### config.mk
export PLATFORM = sky130hd
export DESIGN_NAME = fetch_stage
export DESIGN_NICKNAME = d
export VERILOG_FILES = /design/src/rtl/fetch_pkg.sv /design/src/rtl/fetch_fifo.sv /design/src/rtl/fetch_stage.sv
export SDC_FILE = /design/constraint.sdc
export NUM_CORES = 1
export LEC_CHECK = 0
export CAP_MARGIN = 25
export CORE_MARGIN = 4
export CORE_UTILIZATION = 50
export CTS_BUF_LIST = sky130_fd_sc_hd__clkbuf_16
export CTS_CLUSTER_DIAMETER = 50
export DETAILED_ROUTE_END_ITERATION = 10
export PLACE_DENSITY = 0.9
export RECOVER_POWER = 100
export SYNTH_ARGS = -nofsm -noshare
export SYNTH_HDL_FRONTEND = slang
export SYNTH_SLANG_ARGS = --single-unit
### constraint.sdc
create_clock -name CLK -period 8.62 [get_ports CLK]
set_clock_uncertainty 0.15 [all_clocks]
set_input_delay 1.724 -clock CLK [delete_from_list [all_inputs] [get_ports CLK]]
set_output_delay 1.724 -clock CLK [all_outputs]
set_load 0.005 [all_outputs]
### src/rtl/fetch_pkg.sv
// Shared widths, constants and FSM encoding for the instruction fetch slice.
package fetch_pkg;

    localparam int XLEN = 64;
    localparam int ILEN = 32;
    localparam logic [ILEN-1:0] NOP_INSTR = 32'h0000_0013;

    typedef enum logic [1:0] {
        ST_IDLE   = 2'd0,
        ST_RUN    = 2'd1,
        ST_HALTED = 2'd2,
        ST_UNUSED = 2'd3
    } fetch_state_e;

endpackage

### src/rtl/fetch_fifo.sv
// Fetch buffer: small power-of-two FIFO of {pc, instruction} with flush.
module fetch_fifo
    import fetch_pkg::*;
#(
    parameter int DEPTH = 2
) (
    input  logic                    CLK,
    input  logic                    reset,
    input  logic                    push_i,
    input  logic                    pop_i,
    input  logic                    flush_i,
    input  logic [ILEN-1:0]         wr_instr_i,
    input  logic [XLEN-1:0]         wr_pc_i,
    output logic [$clog2(DEPTH):0]  count_o,
    output logic                    valid_o,
    output logic [ILEN-1:0]         head_instr_o,
    output logic [XLEN-1:0]         head_pc_o
);

    localparam int PTR_W = $clog2(DEPTH);
    localparam int CNT_W = PTR_W + 1;

    logic [ILEN-1:0]  instr_q [DEPTH];
    logic [XLEN-1:0]  pc_q    [DEPTH];
    logic [PTR_W-1:0] rd_q, rd_d;
    logic [PTR_W-1:0] wr_q, wr_d;
    logic [CNT_W-1:0] count_q, count_d;
    logic             pop_ok;
    logic             push_ok;

    // Flush wins over both ends so a popped entry in a flush cycle is simply lost.
    assign pop_ok  = pop_i && (count_q != '0) && !flush_i;
    assign push_ok = push_i && !flush_i;

    always_comb begin
        rd_d    = pop_ok  ? rd_q + 1'b1 : rd_q;
        wr_d    = push_ok ? wr_q + 1'b1 : wr_q;
        count_d = count_q;
        case ({push_ok, pop_ok})
            2'b10:   count_d = count_q + 1'b1;
            2'b01:   count_d = count_q - 1'b1;
            default: count_d = count_q;
        endcase
    end

    always_ff @(posedge CLK) begin
        if (reset || flush_i) begin
            rd_q    <= '0;
            wr_q    <= '0;
            count_q <= '0;
        end else begin
            rd_q    <= rd_d;
            wr_q    <= wr_d;
            count_q <= count_d;
        end
    end

    always_ff @(posedge CLK) begin
        if (push_ok) begin
            instr_q[wr_q] <= wr_instr_i;
            pc_q[wr_q]    <= wr_pc_i;
        end
    end

    // Empty buffer presents a NOP at pc 0 so storage never needs a reset.
    assign count_o      = count_q;
    assign valid_o      = (count_q != '0);
    assign head_instr_o = valid_o ? instr_q[rd_q] : NOP_INSTR;
    assign head_pc_o    = valid_o ? pc_q[rd_q] : '0;

endmodule

### src/rtl/fetch_stage.sv
// Instruction fetch: PC sequencing, run/halt FSM and redirect handling in front of a fetch buffer.
module fetch_stage
    import fetch_pkg::*;
#(
    parameter logic [63:0] RESET_PC   = 64'h0,
    parameter int          FIFO_DEPTH = 2
) (
    input  logic            CLK,
    input  logic            reset,
    output logic [XLEN-1:0] PC,
    input  logic            icache_r,
    input  logic [ILEN-1:0] instruction,
    input  logic            redirect_valid,
    input  logic [XLEN-1:0] redirect_pc,
    input  logic            halt,
    input  logic            dec_ready,
    output logic            dec_valid,
    output logic [ILEN-1:0] dec_instr,
    output logic [XLEN-1:0] dec_pc,
    output logic [1:0]      fetch_state
);

    localparam int               CNT_W   = $clog2(FIFO_DEPTH) + 1;
    localparam logic [CNT_W-1:0] DEPTH_C = CNT_W'(FIFO_DEPTH);

    fetch_state_e     state_q;
    logic [XLEN-1:0]  pc_q, pc_d;
    logic [CNT_W-1:0] count;
    logic             pop;
    logic             push;
    logic             unused_rpc_bits;

    assign unused_rpc_bits = ^redirect_pc[1:0];

    assign pop  = dec_valid && dec_ready;
    assign push = (state_q == ST_RUN) && icache_r && !redirect_valid && !halt &&
                  ((count < DEPTH_C) || pop);

    always_comb begin
        pc_d = pc_q;
        if (redirect_valid)
            pc_d = {redirect_pc[XLEN-1:2], 2'b00};
        else if (push)
            pc_d = pc_q + 64'd4;
    end

    always_ff @(posedge CLK) begin
        if (reset) begin
            state_q <= ST_IDLE;
            pc_q    <= RESET_PC;
        end else begin
            pc_q <= pc_d;
            if (redirect_valid) begin
                state_q <= ST_RUN;
            end else begin
                case (state_q)
                    ST_IDLE:   state_q <= ST_RUN;
                    ST_RUN:    state_q <= halt ? ST_HALTED : ST_RUN;
                    ST_HALTED: state_q <= ST_HALTED;
                    default:   state_q <= ST_IDLE;
                endcase
            end
        end
    end

    fetch_fifo #(
        .DEPTH (FIFO_DEPTH)
    ) u_fifo (
        .CLK          (CLK),
        .reset        (reset),
        .push_i       (push),
        .pop_i        (pop),
        .flush_i      (redirect_valid),
        .wr_instr_i   (instruction),
        .wr_pc_i      (pc_q),
        .count_o      (count),
        .valid_o      (dec_valid),
        .head_instr_o (dec_instr),
        .head_pc_o    (dec_pc)
    );

    assign PC          = pc_q;
    assign fetch_state = state_q;

endmodule

==> run_1/final_clocks.png <==
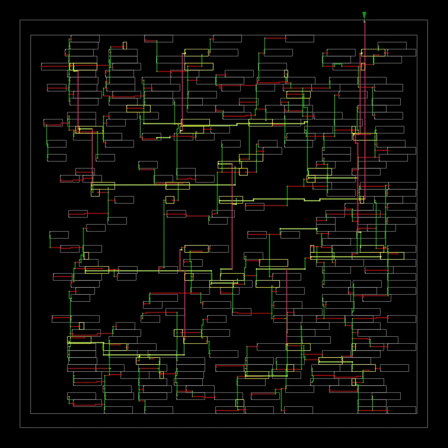
CLK BUF: 31
CTS Sinks: 257

==> run_1/metal_stack.png <==
(2 px per micron)
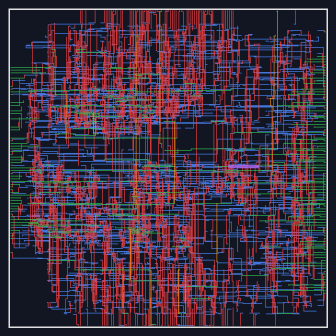
purple -> met5  # wire length 13.8 microns
blue -> met1  # wire length 12500 microns
green -> met3  # wire length 2660 microns
orange -> met4  # wire length 596 microns
red -> met2  # wire length 15800 microns

==> results_dict.tcl, run 1 <==
# implementation run metrics
set metrics [dict create \
    status "complete, but fails checks" \
    violations "capacitance limit, slew limit" \
    async_flop_share 0 \
    finalSetupTns_ps 0 \
    comb_cells 623 \
    netlist-cell-type-count 51 \
    cp_top_family "simple AND/OR/NAND/NOR gates" \
    route.met2.wl_microns 15800 \
    path_buffers 2 \
    seq_cells 257 \
    clkCellAreaFrac 0.0656 \
    powerDensity_nw_per_um2 187 \
    top_area_cell "edfxtp_1" \
    dpl.hpwl_microns 21300 \
    wl_per_cell_microns 21.0 \
    compound_area_frac 0.0715 \
    ys_sh_mux 0.0844 \
    fp_util 0.512 \
    slew_headroom -1.27 \
    clkLatencyLatePin_ps 540 \
    placementRows 54 \
    ys_chip_area_sq_um 11300 \
    comb_area_share 0.263 \
    cts_root_buf "clkbuf_16" \
    setup_viol 0 \
    use_met3 0.0495 \
    ys_sh_simple 0.169 \
    reg2reg_slack_ps 3630 \
    die_y_microns 158 \
    finalInstanceArea_sq_um 15000 \
    grt_pass1_wl_microns 48100 \
    edf_count 188 \
    cts_tree "built" \
    met1_usage 0.320 \
    finalPower_mw 2.81 \
    n_all_buffers 273 \
    path_depth 5 \
    regMostFlops "u_fifo.pc_q" \
    start_kind "input port" \
    io_pins 265 \
    dp_cells 1442 \
    max-vdd-ir-drop_mv 0.129 \
    drv_slew 352 \
    sh_seq_area 0.468 \
    taps 280 \
    final.fill_count 1593 \
    hold_path_end "u_fifo.rd_q$_SDFFE_PP0P_" \
    grt_overflow_total 0 \
    startpoint "halt" \
    logic_area_sq_um 3950 \
    n_all_inverters 10 \
    rr_startpoint "fetch_state[1]$_SDFF_PP0_" \
    ys_ff 257 \
    globalplace.congestion 0.869 \
    core-area_sq_um 22000 \
    min_from "u_fifo.rd_q$_SDFFE_PP0P_" \
    layout.nonclk_buf_frac 0.177 \
    path_cells "dlygate4sd3_1, nand4bb_1, nor2_1, and3_1, clkbuf_2" \
    cp-end-kind "register" \
    p_leak_nw 5.23 \
    tool_warnings 28 \
    post_cts_buffers 0 \
    area_leaders "edfxtp_1 (50%), dfxtp_1 (12%), mux2i_1 (8.3%)" \
    hold_buffers 0 \
    yosysSeqAreaShare 0.623 \
    holdWs_ps 357 \
    min_period_over_period 0.746 \
    wl_microns 31600 \
    hold_violations 0 \
    cts.htree.levels 1 \
    worstSetupEndpoint "u_fifo.pc_q[1][16]$_DFFE_PP_" \
    ys_cells 949 \
    ff2ff_path_depth 4 \
    dpl_cell_area_sq_um 14100 \
    crit_arrival_ps 6420 \
    max_stage_delay_ps 1510 \
    lay_top_cells "dlygate4sd3_1 (189), edfxtp_1 (188), nor2_1 (145), mux2i_1 (94), dfxtp_1 (68)" \
    cts_resized 0 \
    top_area_frac 0.500 \
    rsz0062_at_grt "false" \
    area_growth_pct 33.2 \
    drv_cap 7 \
    hold_path_depth 2 \
    hold_path_class "register to register" \
    largest_register_ffs 124 \
    instances_no_fill 1500 \
    required_ps 8610 \
    via_per_inst 5.82 \
    flop_cell "edfxtp_1" \
    clkTransAtPathRegs_ps 60 \
    clock.fmax_mhz 156 \
    crit_fanout 58 \
    io_buffers 258 \
    tightest_slew_ps 3410 \
    num_vias 8737 \
    grt_max_degree 96 \
    drtAntennaViolNets 0 \
    drt_iter0_drc 780 \
    top_layer "met5" \
    cts_max_path_buffers 3 \
    register_area_sq_um 7030 \
    top_usage_layer "met2" \
    grt_pass1_vias 8711 \
    r2r_end "u_fifo.pc_q[1][16]$_DFFE_PP_" \
    grt_usage 0.243 \
    die_w_microns 158 \
    use_met2 0.417 \
    wl_met3_microns 2660 \
    final_common_cell "dlygate4sd3_1" \
    cts_inserted_buffers 30 \
]
==> run_1/port_nets.png <==
(3 px per micron)
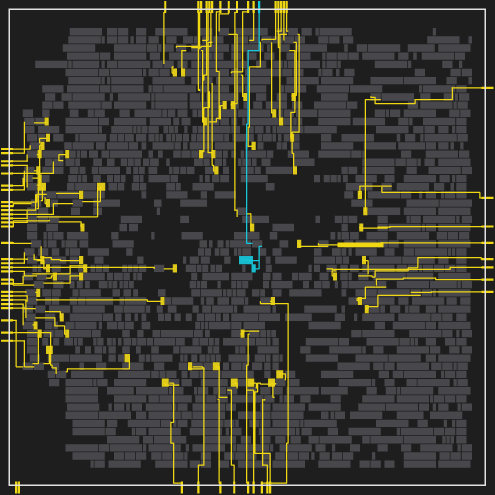
yellow -> `redirect_pc`  # direction input, end cells 62, buffers 62, wire 2260 microns
cyan -> `dec_ready`  # direction input, end cells 3, buffers 1, wire 99.2 microns

run 1: power by group:
part	internal, mW	switching [mW]
Sequential	1.36	0.0486
Combinational	0.0970	0.0772
Clock	0.742	0.490
Total	2.20	0.615
run 1: tightest hold or removal path, stage by stage, from the launching register on:
cell,delay [ps]
dfxtp_1,320
xor2_1,80
nor2_1,70
run 1: metrics by stage:
step | utilization | setup slack (ps)
after global placement | 0.639 | 3460
after floorplan | - | 1480
after detailed placement | 0.640 | 3440
after CTS | 0.684 | 3480
after global routing | 0.682 | 1930
final | 0.682 | 2190
run 1: Yosys cell counts (all sizes together) (16+ instances only):
library cell	count
nor2	146
mux2i	94
edfxtp	188
buf	20
xnor2	21
nor3	16
nand3	29
nand4	29
clkbuf	42
nand2	54
dfxtp	69
a211oi	26
a311oi	16
nor4	22
a21oi	17
==> run 2: changes to the inputs <==
Clock period 8.62 ns to 6.5 ns, I/O delays scaled along.
==> run 2 against run 1 <==
The run still ends with capacitance limit, slew limit left. Register-to-register slack got worse by 1500 ps. Global-route usage decreased by 0.73 points. Sequential power increased by 33%. Total power increased by 30%. Count of clock-buffer cells in the layout decreased by 2. Clock power increased by 28%. Largest power group unchanged.
==> results_dict.tcl, run 2 <==
# implementation run metrics
set metrics [dict create \
    status "complete, but fails checks" \
    violations "capacitance limit, slew limit" \
    required_ps 6750 \
    dpl_cell_area_sq_um 14100 \
    top_cells_by_count "edfxtp_1 (188), nor2_1 (146), mux2i_1 (94), dfxtp_1 (69), nand2_1 (54)" \
    clkbuf_count 29 \
    ys_cells 949 \
    tool_warnings 28 \
    io_buffers 258 \
    cp_top_family "buffers and inverters" \
    core-area_sq_um 22000 \
    cts_root_buf "clkbuf_16" \
    worstSetupEndpoint "PC[63]$_SDFFE_PP0P_" \
    via_per_inst 5.80 \
    slew_headroom -1.21 \
    grt_max_degree 81 \
    post_cts_buffers 0 \
    ff2ff_path_depth 5 \
    postLayoutCoreUtil 0.681 \
    top_layer "met4" \
    instances_no_fill 1501 \
    dp_cells 1442 \
    grt_pass1_wl_microns 46800 \
    final.fill_count 1575 \
    area_growth_pct 32.9 \
    area_leaders "edfxtp_1 (50%), dfxtp_1 (12%), mux2i_1 (8.3%)" \
    min_from "u_fifo.rd_q$_SDFFE_PP0P_" \
    clkTransAtPathRegs_ps 60 \
    grt_overflow_total 0 \
    met1_usage 0.326 \
    top_area_frac 0.500 \
    placementRows 54 \
    finalPower_mw 3.66 \
    wl_met3_microns 2590 \
    layout.nonclk_buf_frac 0.179 \
    globalplace.congestion 0.849 \
    finalWorstSetupSlack_ps 1230 \
    hold_path_depth 2 \
    path_buffers 2 \
    logic_area_sq_um 3960 \
    crit_fanout 71 \
    hold_violations 0 \
    n_all_inverters 10 \
    top_usage_layer "met2" \
    clock.fmax_mhz 190 \
    cts_max_path_buffers 3 \
    taps 280 \
    finalSetupTns_ps 0 \
    rr_startpoint "fetch_state[1]$_SDFF_PP0_" \
    rsz0062_at_grt "false" \
    use_met2 0.392 \
    pre_cts_slack_ps 1910 \
    crit_arrival_ps 5520 \
    start_kind "input port" \
    top_area_cell "edfxtp_1" \
    drv_slew 163 \
    p_leak_nw 5.20 \
    clkCellAreaFrac 0.0620 \
    path_cells "buf_2, clkbuf_1, or2_0, or3_1, nor3_1, nand4_1, or3b_2" \
    clkLatencyLatePin_ps 520 \
    drtAntennaViolNets 0 \
    drv_cap 3 \
    startpoint "reset" \
    largest_register_ffs 124 \
    hold_path_end "u_fifo.rd_q$_SDFFE_PP0P_" \
    sh_seq_area 0.469 \
    netlist-cell-type-count 51 \
    synth.most_common_cell "edfxtp_1" \
    n_all_buffers 274 \
    async_flop_share 0 \
    num_vias 8702 \
    max-vdd-ir-drop_mv 0.146 \
    drt_iter0_drc 768 \
    reg2reg_slack_ps 2140 \
    hold_buffers 0 \
    seq_cells 257 \
    cts.htree.levels 1 \
    cts_resized 0 \
    ys_ff 257 \
    holdWs_ps 361 \
    max_stage_delay_ps 2330 \
    grt_usage 0.236 \
    clock-sinks 257 \
    yosysSeqAreaShare 0.623 \
    powerDensity_nw_per_um2 244 \
    die_w_microns 158 \
    grt_pass1_vias 8488 \
    wl_microns 30800 \
    finalInstanceArea_sq_um 15000 \
    r2r_end "u_fifo.pc_q[0][53]$_DFFE_PP_" \
    io_pins 265 \
    fp_util 0.512 \
    route.met2.wl_microns 14800 \
    cp-end-kind "register" \
    die_y_microns 158 \
]
==> run 2: logic make-up (layout without fill, tap and decap cells) <==
| kind of cell | count (synthesis) | after routing | synth area share |
|---|---|---|---|
| multiplexers | 95 | 95 | 0.0844 |
| buffers and inverters | 72 | 337 | 0.0264 |
| AND/OR/NAND/NOR | 378 | 378 | 0.169 |
| adder cells (fa/ha/maj) | 2 | 2 | 0.00222 |
| flip-flops | 257 | 257 | 0.623 |
| other | 1 | 8 | 0.000332 |
| AND-OR/OR-AND | 114 | 114 | 0.0715 |
| XOR/XNOR | 30 | 30 | 0.0233 |
==> run 2: where the power goes <==
group | internal, mW | total, mW | switching (mW)
combinational | 0.129 | 0.231 | 0.101
clock | 0.933 | 1.57 | 0.635
sequential | 1.80 | 1.87 | 0.0637
total | 2.86 | 3.66 | 0.800
==> run_2/port_nets.png <==
(3 px per micron)
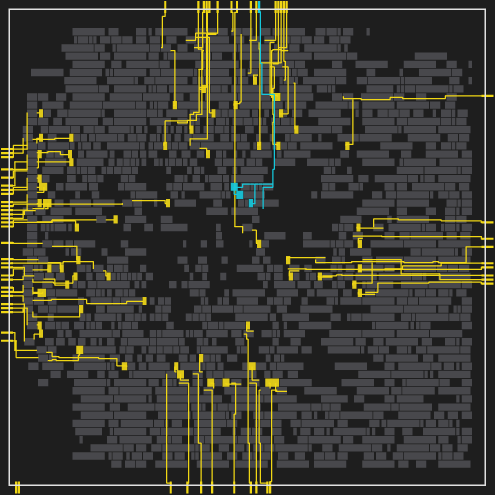
cyan -> `dec_ready`  # direction input, end cells 3, buffers 1, wire 99.3 microns
yellow -> `redirect_pc`  # direction input, end cells 62, buffers 62, wire 2190 microns

==> run_2/gate_families.png <==
(2 px per micron)
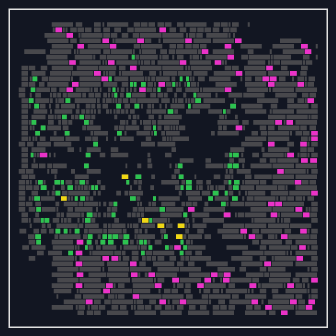
yellow -> AND-OR and OR-AND gates  # cells 6, most used a311o_1
green -> inverting AOI/OAI gates  # cells 108, most used a211oi_1
magenta -> multiplexers  # cells 95, most used mux2i_1, where spread over the die

==> run 3: changes to the inputs <==
Clock period 6.5 ns to 5.1 ns, I/O delays scaled along.
==> run 3 against run 2 <==
The run still ends with capacitance limit, slew limit left. Cell count increased by 0.27%. Sequential power is 27% higher. Cell area is 0.53% higher. Global-route usage rose by 0.32 points. Worst setup slack got worse by 520 ps.
==> results_dict.tcl, run 3 <==
# implementation run metrics
set metrics [dict create \
    worstSetupEndpoint "dec_instr[14]" \
    core-area_sq_um 22000 \
    cts_tree "built" \
    crit_arrival_ps 3210 \
    drtAntennaViolNets 0 \
    hold_path_depth 2 \
    grt_usage 0.239 \
    final.fill_count 1596 \
    async_flop_share 0 \
    dpl.hpwl_microns 21400 \
    hold_buffers 0 \
    hold_violations 0 \
    finalSetupTns_ps 0 \
    io_buffers 258 \
    finalInstanceArea_sq_um 15100 \
    drt_iter0_drc 676 \
    cts.htree.levels 1 \
    regMostFlops "u_fifo.pc_q" \
    rr_startpoint "fetch_state[1]$_SDFF_PP0_" \
    clkbuf_count 30 \
    drv_cap 1 \
    wl_microns 31400 \
    clkCellAreaFrac 0.0647 \
    path_cells "buf_4, mux2i_1, nor2_1, dlygate4sd3_1" \
    ys_cells 949 \
    top_cells_by_count "edfxtp_1 (188), nor2_1 (146), mux2i_1 (94), dfxtp_1 (69), nand2_1 (54)" \
    placementRows 54 \
    globalplace.congestion 0.833 \
    pwr-share-seq 0.500 \
    dpl_cell_area_sq_um 14200 \
    yosysSeqAreaShare 0.623 \
    p_int_mw 3.69 \
    top_area_frac 0.500 \
    min_period_over_period 0.860 \
    drv_slew 71 \
    hold_path_end "u_fifo.rd_q$_SDFFE_PP0P_" \
    powerDensity_nw_per_um2 316 \
    powerSeq_mw 2.38 \
    grt_max_degree 95 \
    num_vias 8875 \
    comb_power_share 0.063 \
    seq_cells 257 \
    r2r_end "PC[55]$_SDFFE_PP0P_" \
    taps 280 \
    cp_top_family "flip-flops" \
    ys_chip_area_sq_um 11300 \
    top_power_group "registers" \
    path_depth 4 \
    fp_util 0.512 \
    status "complete, but fails checks" \
    violations "capacitance limit, slew limit" \
    wl_met3_microns 2520 \
    min_from "u_fifo.rd_q$_SDFFE_PP0P_" \
    clkTransAtPathRegs_ps 60 \
    pre_cts_slack_ps 921 \
    post_cts_buffers 0 \
    finalPower_mw 4.76 \
    wl_per_cell_microns 20.9 \
    max_stage_delay_ps 1220 \
    grt_overflow_total 0 \
    slew_headroom -1.23 \
    grt_pass1_vias 8615 \
    synthXorXnorAreaFrac 0.0233 \
    layout.nonclk_buf_frac 0.180 \
    n_all_inverters 10 \
    p_sw_frac 0.224 \
    lay_top_cells "edfxtp_1 (188), dlygate4sd3_1 (176), nor2_1 (144), mux2i_1 (94), clkdlybuf4s50_1 (80)" \
    area_growth_pct 33.6 \
    crit_fanout 42 \
    top_area_cell "edfxtp_1" \
    final_common_cell "edfxtp_1" \
    netlist-cell-type-count 51 \
    finalWorstSetupSlack_ps 716 \
    tightest_slew_ps 3350 \
    clock-sinks 257 \
]
## run 3: netlist changes by cell type in the layout (fill, tap and decap cells not counted), moves of 2 or more
cell and change:
buf_2 -2, buf_4 +4, clkdlybuf4s50_1 +10, clkinv_1 -3, dlygate4sd3_1 -10, inv_1 +3
## run 3: through the flow
step / instances / hold WS, ps
finish: 1505 / 360
global route: 1504 / 399
CTS: 1501 / 358
detailed placement: 1446 / 343
global placement: 1446 / 335
floorplan: 952 / 319
## run 3: per-layer routing
layer / up-vias / global-route usage
met1: 4283 / 0.312
met2: 440 / 0.412
met3: 56 / 0.0396
met5: - / 0
met4: 0 / 0.0723
li1: 4096 / -
==> run_3/gate_families.png <==
(2 px per micron)
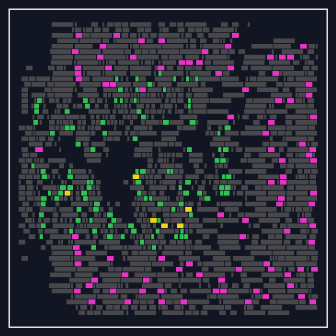
yellow -> AND-OR and OR-AND gates  # cells 6, most used a311o_1
magenta -> multiplexers  # cells 95, most used mux2i_1, where spread over the die
green -> inverting AOI/OAI gates  # cells 108, most used a211oi_1

==> run_3/registers.png <==
(1.5 px per micron) Other sequential cells in the stronger gray, the rest of the logic in the fainter gray.
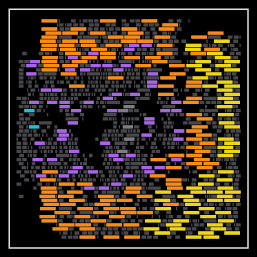
purple -> `PC`  # placed flops 62
orange -> `u_fifo.pc_q`  # placed flops 124, where spread over the die
yellow -> `u_fifo.instr_q`  # placed flops 64, where a column on the right
cyan -> `fetch_state`  # placed flops 2
not colored = 5

Power and IR drop assume default switching activity.
